[config.mk]
export PLATFORM = sky130hd
export DESIGN_NAME = silife_grid_write_arbiter
export DESIGN_NICKNAME = d
export VERILOG_FILES = /design/src/rtl/silife_pkg.sv /design/src/rtl/silife_skid_buf1.sv /design/src/rtl/silife_grid_write_arbiter.sv
export SDC_FILE = /design/constraint.sdc
export NUM_CORES = 1
export LEC_CHECK = 0
export CORE_AREA = 2 2 102 104
export CTS_CLUSTER_SIZE = 20
export DETAILED_ROUTE_END_ITERATION = 16
export DIE_AREA = 0 0 104 106
export DONT_BUFFER_PORTS = 1
export PLACE_DENSITY_LB_ADDON = 0.2
export SLEW_MARGIN = 5
export SYNTH_ARGS = -nofsm -noshare
export SYNTH_HDL_FRONTEND = slang
export SYNTH_SLANG_ARGS = --single-unit
export TNS_END_PERCENT = 100
[constraint.sdc]
create_clock -name clk -period 7.02 [get_ports clk]
set_clock_uncertainty 0.2 [all_clocks]
set_input_delay 2.106 -clock clk [delete_from_list [all_inputs] [get_ports clk]]
set_output_delay 2.106 -clock clk [all_outputs]
set_load 0.005 [all_outputs]
[src/rtl/silife_pkg.sv]
// Shared silife definitions: grid geometry defaults, write-arbiter FSM encoding
// and grant sources.
`timescale 1ns/1ps
package silife_pkg;

  localparam int GRID_WIDTH  = 32;
  localparam int GRID_HEIGHT = 32;

  typedef enum logic [1:0] {
    ST_IDLE    = 2'd0,
    ST_LOADING = 2'd1,
    ST_GUARD   = 2'd2
  } arb_state_e;

  typedef enum logic [1:0] {
    GNT_NONE   = 2'd0,
    GNT_LOADER = 2'd1,
    GNT_HOST   = 2'd2,
    GNT_STEP   = 2'd3
  } grant_e;

  function automatic logic [7:0] sat_inc8(input logic [7:0] value);
    return (value == 8'hFF) ? value : value + 8'd1;
  endfunction

endpackage

[src/rtl/silife_skid_buf1.sv]
// One-entry valid/ready holding register. Ready is simply "empty", so an accept
// and a drain can never land in the same cycle.
`timescale 1ns/1ps
module silife_skid_buf1 #(
  parameter int DATA_W = 8
) (
  input  logic              clk,
  input  logic              reset,
  input  logic              in_valid,
  output logic              in_ready,
  input  logic [DATA_W-1:0] in_data,
  output logic              out_valid,
  input  logic              out_ready,
  output logic [DATA_W-1:0] out_data
);

  logic full_q;
  logic accept;

  assign accept    = in_valid && in_ready;
  assign in_ready  = !full_q;
  assign out_valid = full_q;

  // NOTE: sequential state uses non-blocking assignments so every flop samples pre-edge values.
  always_ff @(posedge clk or posedge reset) begin
    if (reset) begin
      full_q <= 1'b0;
    end else if (accept) begin
      full_q <= 1'b1;
    end else if (out_ready) begin
      full_q <= 1'b0;
    end
  end

  // NOTE: the payload register is deliberately not reset; full_q alone qualifies it.
  always_ff @(posedge clk) begin
    if (accept) begin
      out_data <= in_data;
    end
  end

endmodule

[src/rtl/silife_grid_write_arbiter.sv]
// Shares the grid's single write/step port between the SPI loader, the host
// register path and the generation timer; a step never coincides with a write.
`timescale 1ns/1ps
module silife_grid_write_arbiter
  import silife_pkg::*;
#(
  parameter  int WIDTH        = GRID_WIDTH,
  parameter  int HEIGHT       = GRID_HEIGHT,
  parameter  int GUARD_CYCLES = 4,
  localparam int ROW_BITS     = $clog2(HEIGHT)
) (
  input  logic                clk,
  input  logic                reset,
  input  logic                i_ld_selected,
  input  logic [ROW_BITS-1:0] i_ld_row_select,
  input  logic [WIDTH-1:0]    i_ld_set_cells,
  input  logic [WIDTH-1:0]    i_ld_clear_cells,
  input  logic                i_host_valid,
  output logic                o_host_ready,
  input  logic [ROW_BITS-1:0] i_host_row,
  input  logic [WIDTH-1:0]    i_host_set,
  input  logic [WIDTH-1:0]    i_host_clear,
  input  logic                i_step_req,
  output logic [ROW_BITS-1:0] o_row_select,
  output logic [WIDTH-1:0]    o_set_cells,
  output logic [WIDTH-1:0]    o_clear_cells,
  output logic                o_step,
  output logic                o_loading,
  output logic [7:0]          o_step_missed
);

  localparam logic [7:0] GUARD_LOAD = 8'(GUARD_CYCLES);

  typedef struct packed {
    logic [ROW_BITS-1:0] row;
    logic [WIDTH-1:0]    set;
    logic [WIDTH-1:0]    clear;
  } host_req_t;

  arb_state_e state_q, state_d;
  logic [7:0] guard_q, guard_d;
  logic       step_pending_q, step_pending_d;
  logic [7:0] missed_d;

  host_req_t  host_in, host_buf;
  logic       host_full, host_drain;
  logic       ld_wr;
  grant_e     gnt;

  logic [ROW_BITS-1:0] row_d;
  logic [WIDTH-1:0]    set_d, clear_d;
  logic                step_d;

  assign host_in = '{row: i_host_row, set: i_host_set, clear: i_host_clear};

  silife_skid_buf1 #(
    .DATA_W($bits(host_req_t))
  ) u_host_buf (
    .clk      (clk),
    .reset    (reset),
    .in_valid (i_host_valid),
    .in_ready (o_host_ready),
    .in_data  (host_in),
    .out_valid(host_full),
    .out_ready(host_drain),
    .out_data (host_buf)
  );

  // Loader pulses cannot be stalled, so they win regardless of FSM state.
  assign ld_wr      = (|i_ld_set_cells) || (|i_ld_clear_cells);
  assign host_drain = (gnt == GNT_HOST);
  assign o_loading  = (state_q != ST_IDLE);

  always_comb begin
    gnt = GNT_NONE;
    if (ld_wr) begin
      gnt = GNT_LOADER;
    end else if (host_full) begin
      gnt = GNT_HOST;
    end else if ((state_q == ST_IDLE) && step_pending_q) begin
      gnt = GNT_STEP;
    end
  end

  // Load-session tracking: the guard window keeps steps off the grid until the
  // loader has been quiet for GUARD_CYCLES cycles.
  // NOTE: every always_comb output gets a default first, so no path can infer a latch.
  always_comb begin
    state_d = state_q;
    guard_d = guard_q;
    unique case (state_q)
      ST_IDLE: begin
        if (i_ld_selected) state_d = ST_LOADING;
      end
      ST_LOADING: begin
        if (!i_ld_selected) begin
          state_d = ST_GUARD;
          guard_d = GUARD_LOAD;
        end
      end
      ST_GUARD: begin
        if (i_ld_selected) begin
          state_d = ST_LOADING;
          guard_d = 8'd0;
        end else if (guard_q <= 8'd1) begin
          state_d = ST_IDLE;
          guard_d = 8'd0;
        end else begin
          guard_d = guard_q - 8'd1;
        end
      end
      default: begin
        state_d = ST_IDLE;
        guard_d = 8'd0;
      end
    endcase
  end

  always_comb begin
    row_d   = o_row_select;
    set_d   = '0;
    clear_d = '0;
    step_d  = 1'b0;
    unique case (gnt)
      GNT_LOADER: begin
        row_d   = i_ld_row_select;
        set_d   = i_ld_set_cells;
        clear_d = i_ld_clear_cells;
      end
      GNT_HOST: begin
        row_d   = host_buf.row;
        set_d   = host_buf.set;
        clear_d = host_buf.clear;
      end
      GNT_STEP: step_d = 1'b1;
      default: ;
    endcase
  end

  // A request landing on the cycle the pending step issues re-arms it cleanly.
  always_comb begin
    step_pending_d = step_pending_q;
    missed_d       = o_step_missed;
    if (i_step_req) begin
      step_pending_d = 1'b1;
      if (step_pending_q && (gnt != GNT_STEP)) missed_d = sat_inc8(o_step_missed);
    end else if (gnt == GNT_STEP) begin
      step_pending_d = 1'b0;
    end
  end

  always_ff @(posedge clk or posedge reset) begin
    if (reset) begin
      state_q        <= ST_IDLE;
      guard_q        <= 8'd0;
      step_pending_q <= 1'b0;
      o_step_missed  <= 8'd0;
      o_row_select   <= '0;
      o_set_cells    <= '0;
      o_clear_cells  <= '0;
      o_step         <= 1'b0;
    end else begin
      state_q        <= state_d;
      guard_q        <= guard_d;
      step_pending_q <= step_pending_d;
      o_step_missed  <= missed_d;
      o_row_select   <= row_d;
      o_set_cells    <= set_d;
      o_clear_cells  <= clear_d;
      o_step         <= step_d;
    end
  end

endmodule

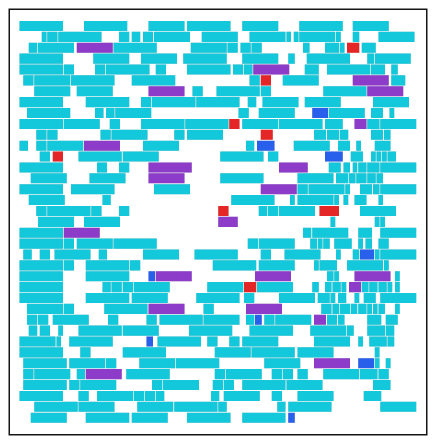
Figure 1: run 1, sizing map.
(4 px per um)
- red: x3 and x4 (cells 8; share 2.0%; most used clkinv_4)
- blue: x2 (cells 9; share 2.3%; most used clkinv_2)
- cyan: x1 and smaller (cells 357; share 90%; most used dfrtp_1)
- purple: x6 and larger (cells 22; share 5.6%; most used clkbuf_16)

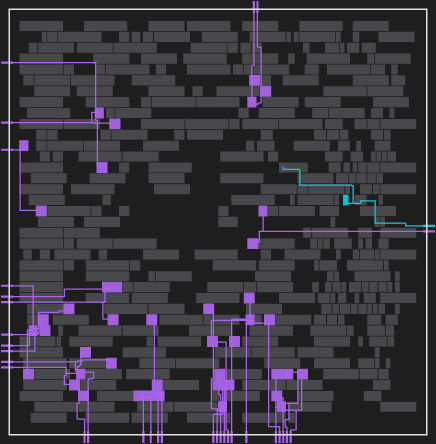
Figure 2: run 1, port wiring.
(4 px per um)
- cyan: o_host_ready (bits 1; direction output; end cells 1; buffers 0; wire 53.0 um)
- purple: i_ld_clear_cells (bits 32; direction input; end cells 43; buffers 0; wire 821 um)

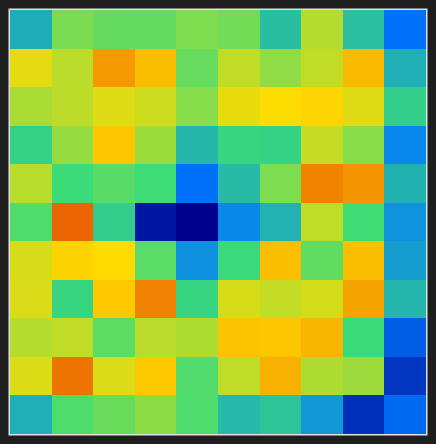
Figure 3: run 1, cell density map.
(4 px per um) The die is cut into 10 by 11 equal tiles; dark blue is low, red is high, 0 to 100% covered.
- fullest tile: 89%
- emptiest ninth of the die: middle
- mean over tiles: 57%

==> GITHUB_STEP_SUMMARY, run 1 <==
### Flow metrics

| Metric | Value |
|---|---|
| Clk cell area share | 0.0834 |
| DR WL/cell | 23.3 um |
| Hold Crit Depth | 1 |
| Final setup margin | 2.75 ns |
| Power Total | 2.11 mW |
| Max reg flops | 69 |
| Worst EP required | ~7.3 ns |
| Mapped Area | approximately 5900 sq um |
| Inverters excl. clock | 12 |
| 1st-iter DRT viols | ~190 |
| Dpl cells | 500 |
| TritonCTS clock tree | built |
| Register area | about 4300 sq um |
| DRT antenna net count | 0 |
| Post-Syn Area per Cell | about 16 sq um |
| Critical Path Sink Type | register |
| Worst-Margin Slew | 1.18 ns |
| Setup Fix Bufs, Post-CTS | 0 |
| Most instantiated cells after synthesis | 90 x dfrtp_1, 69 x edfxtp_1, 65 x a21o_1 |
| Leakage | 2.79 nW |
| WP depth | 5 |
| Port buffer count | 0 |
| Final Cell Area | 6450 sq um |
| Status | completed |
| Reg2reg start | u_host_buf.out_valid |
Figure 4. Cell outlines without signal wires (run 1).
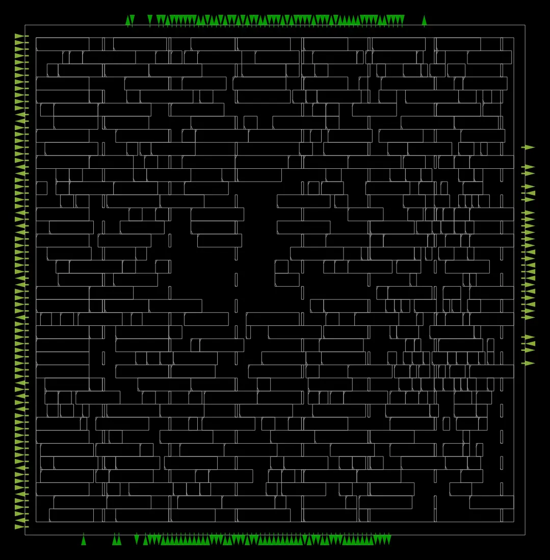

==> run 2, diff against run 1 <==
CORE_AREA = 2 2 106 108   (was 2 2 102 104)
DIE_AREA = 0 0 108 110   (was 0 0 104 106)
clock period = 3.4 ns   (was 7.02 ns; I/O delays follow)
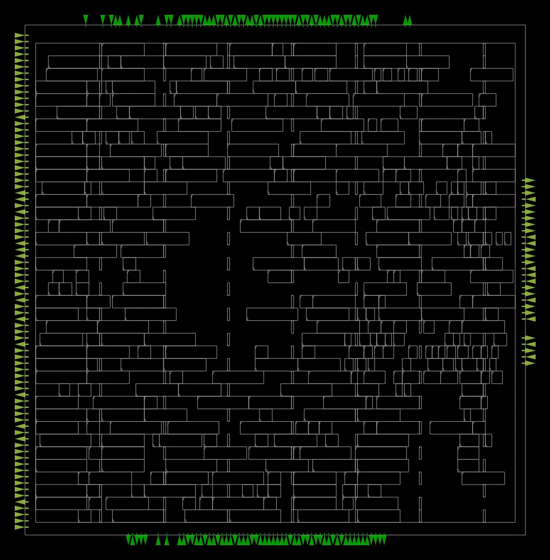
Figure 5: run 2, cell outlines without signal wires.
core area: 10700 sq um
Final Core Density: 0.619
Tapcells: 140
Final Instance Count excl. Fillers: 545

==> run 2 against run 1 <==
Against the previous run:
- flip-flop count unchanged
- synthesized cell count unchanged
- utilization down 2.6 points
- synthesized area unchanged
- final area up 2.7%
- clock power up 130%
- sequential power increased by 110%
- combinational power increased by 110%
- non-clock buffer count rose by 9
- final cell count grew 2.3%
- largest power group unchanged
==> GITHUB_STEP_SUMMARY, run 2 <==
### Flow metrics

| Metric | Value |
|---|---|
| Status | completed |
| Critical Path Sink Type | register |
| Post-Syn Area per Cell | 15.7 sq um (unchanged) |
| DR WL/cell | 22.8 um (-2.2%) |
| Wire length on met3 | 1.23 mm |
| Total GRT Usage | 0.213 |
| FF-to-FF End | o_step_missed[5] |
| Final setup margin | 0.721 ns (-2.03 ns) |
| Leakage | 2.87 nW (+2.6%) |
| 1st-iter DRT viols | 194 (+4.3%) |
| Clk cell area share | 0.0910 (+0.00762) |
| Fraction of power consumed by sequential logic | 0.490 |
| Port buffer count | 0 (unchanged) |
| Total gr overflow | 0 |
| Hold Crit Depth | 1 (unchanged) |
| Worst EP required | 3.66 ns (-3.63 ns) |
| Max reg flops | 69 (unchanged) |
| Inverters excl. clock | 12 (unchanged) |
| Final HPWL DP | ~8.8 mm |
| Worst-Margin Slew | 0.599 ns (-0.579 ns) |
| Fin nets | 543 |
| WP depth | 8 (+3) |
| ANT cells | 0 |
| Reg2reg start | o_step_missed[0] |
| Post-synth area from yosys stat | 5850 sq um |
| Setup Fix Bufs, Post-CTS | 0 (unchanged) |
| Power Total | 4.56 mW (+120%) |
| DRT antenna net count | 0 (unchanged) |
| DRC | 0 |
| Final Cell Area | 6620 sq um (+2.7%) |
| Register area | 4320 sq um (unchanged) |
| Mapped Area | 5850 sq um (unchanged) |
Power figures rest on the tool's default switching activity, not on a simulated workload.
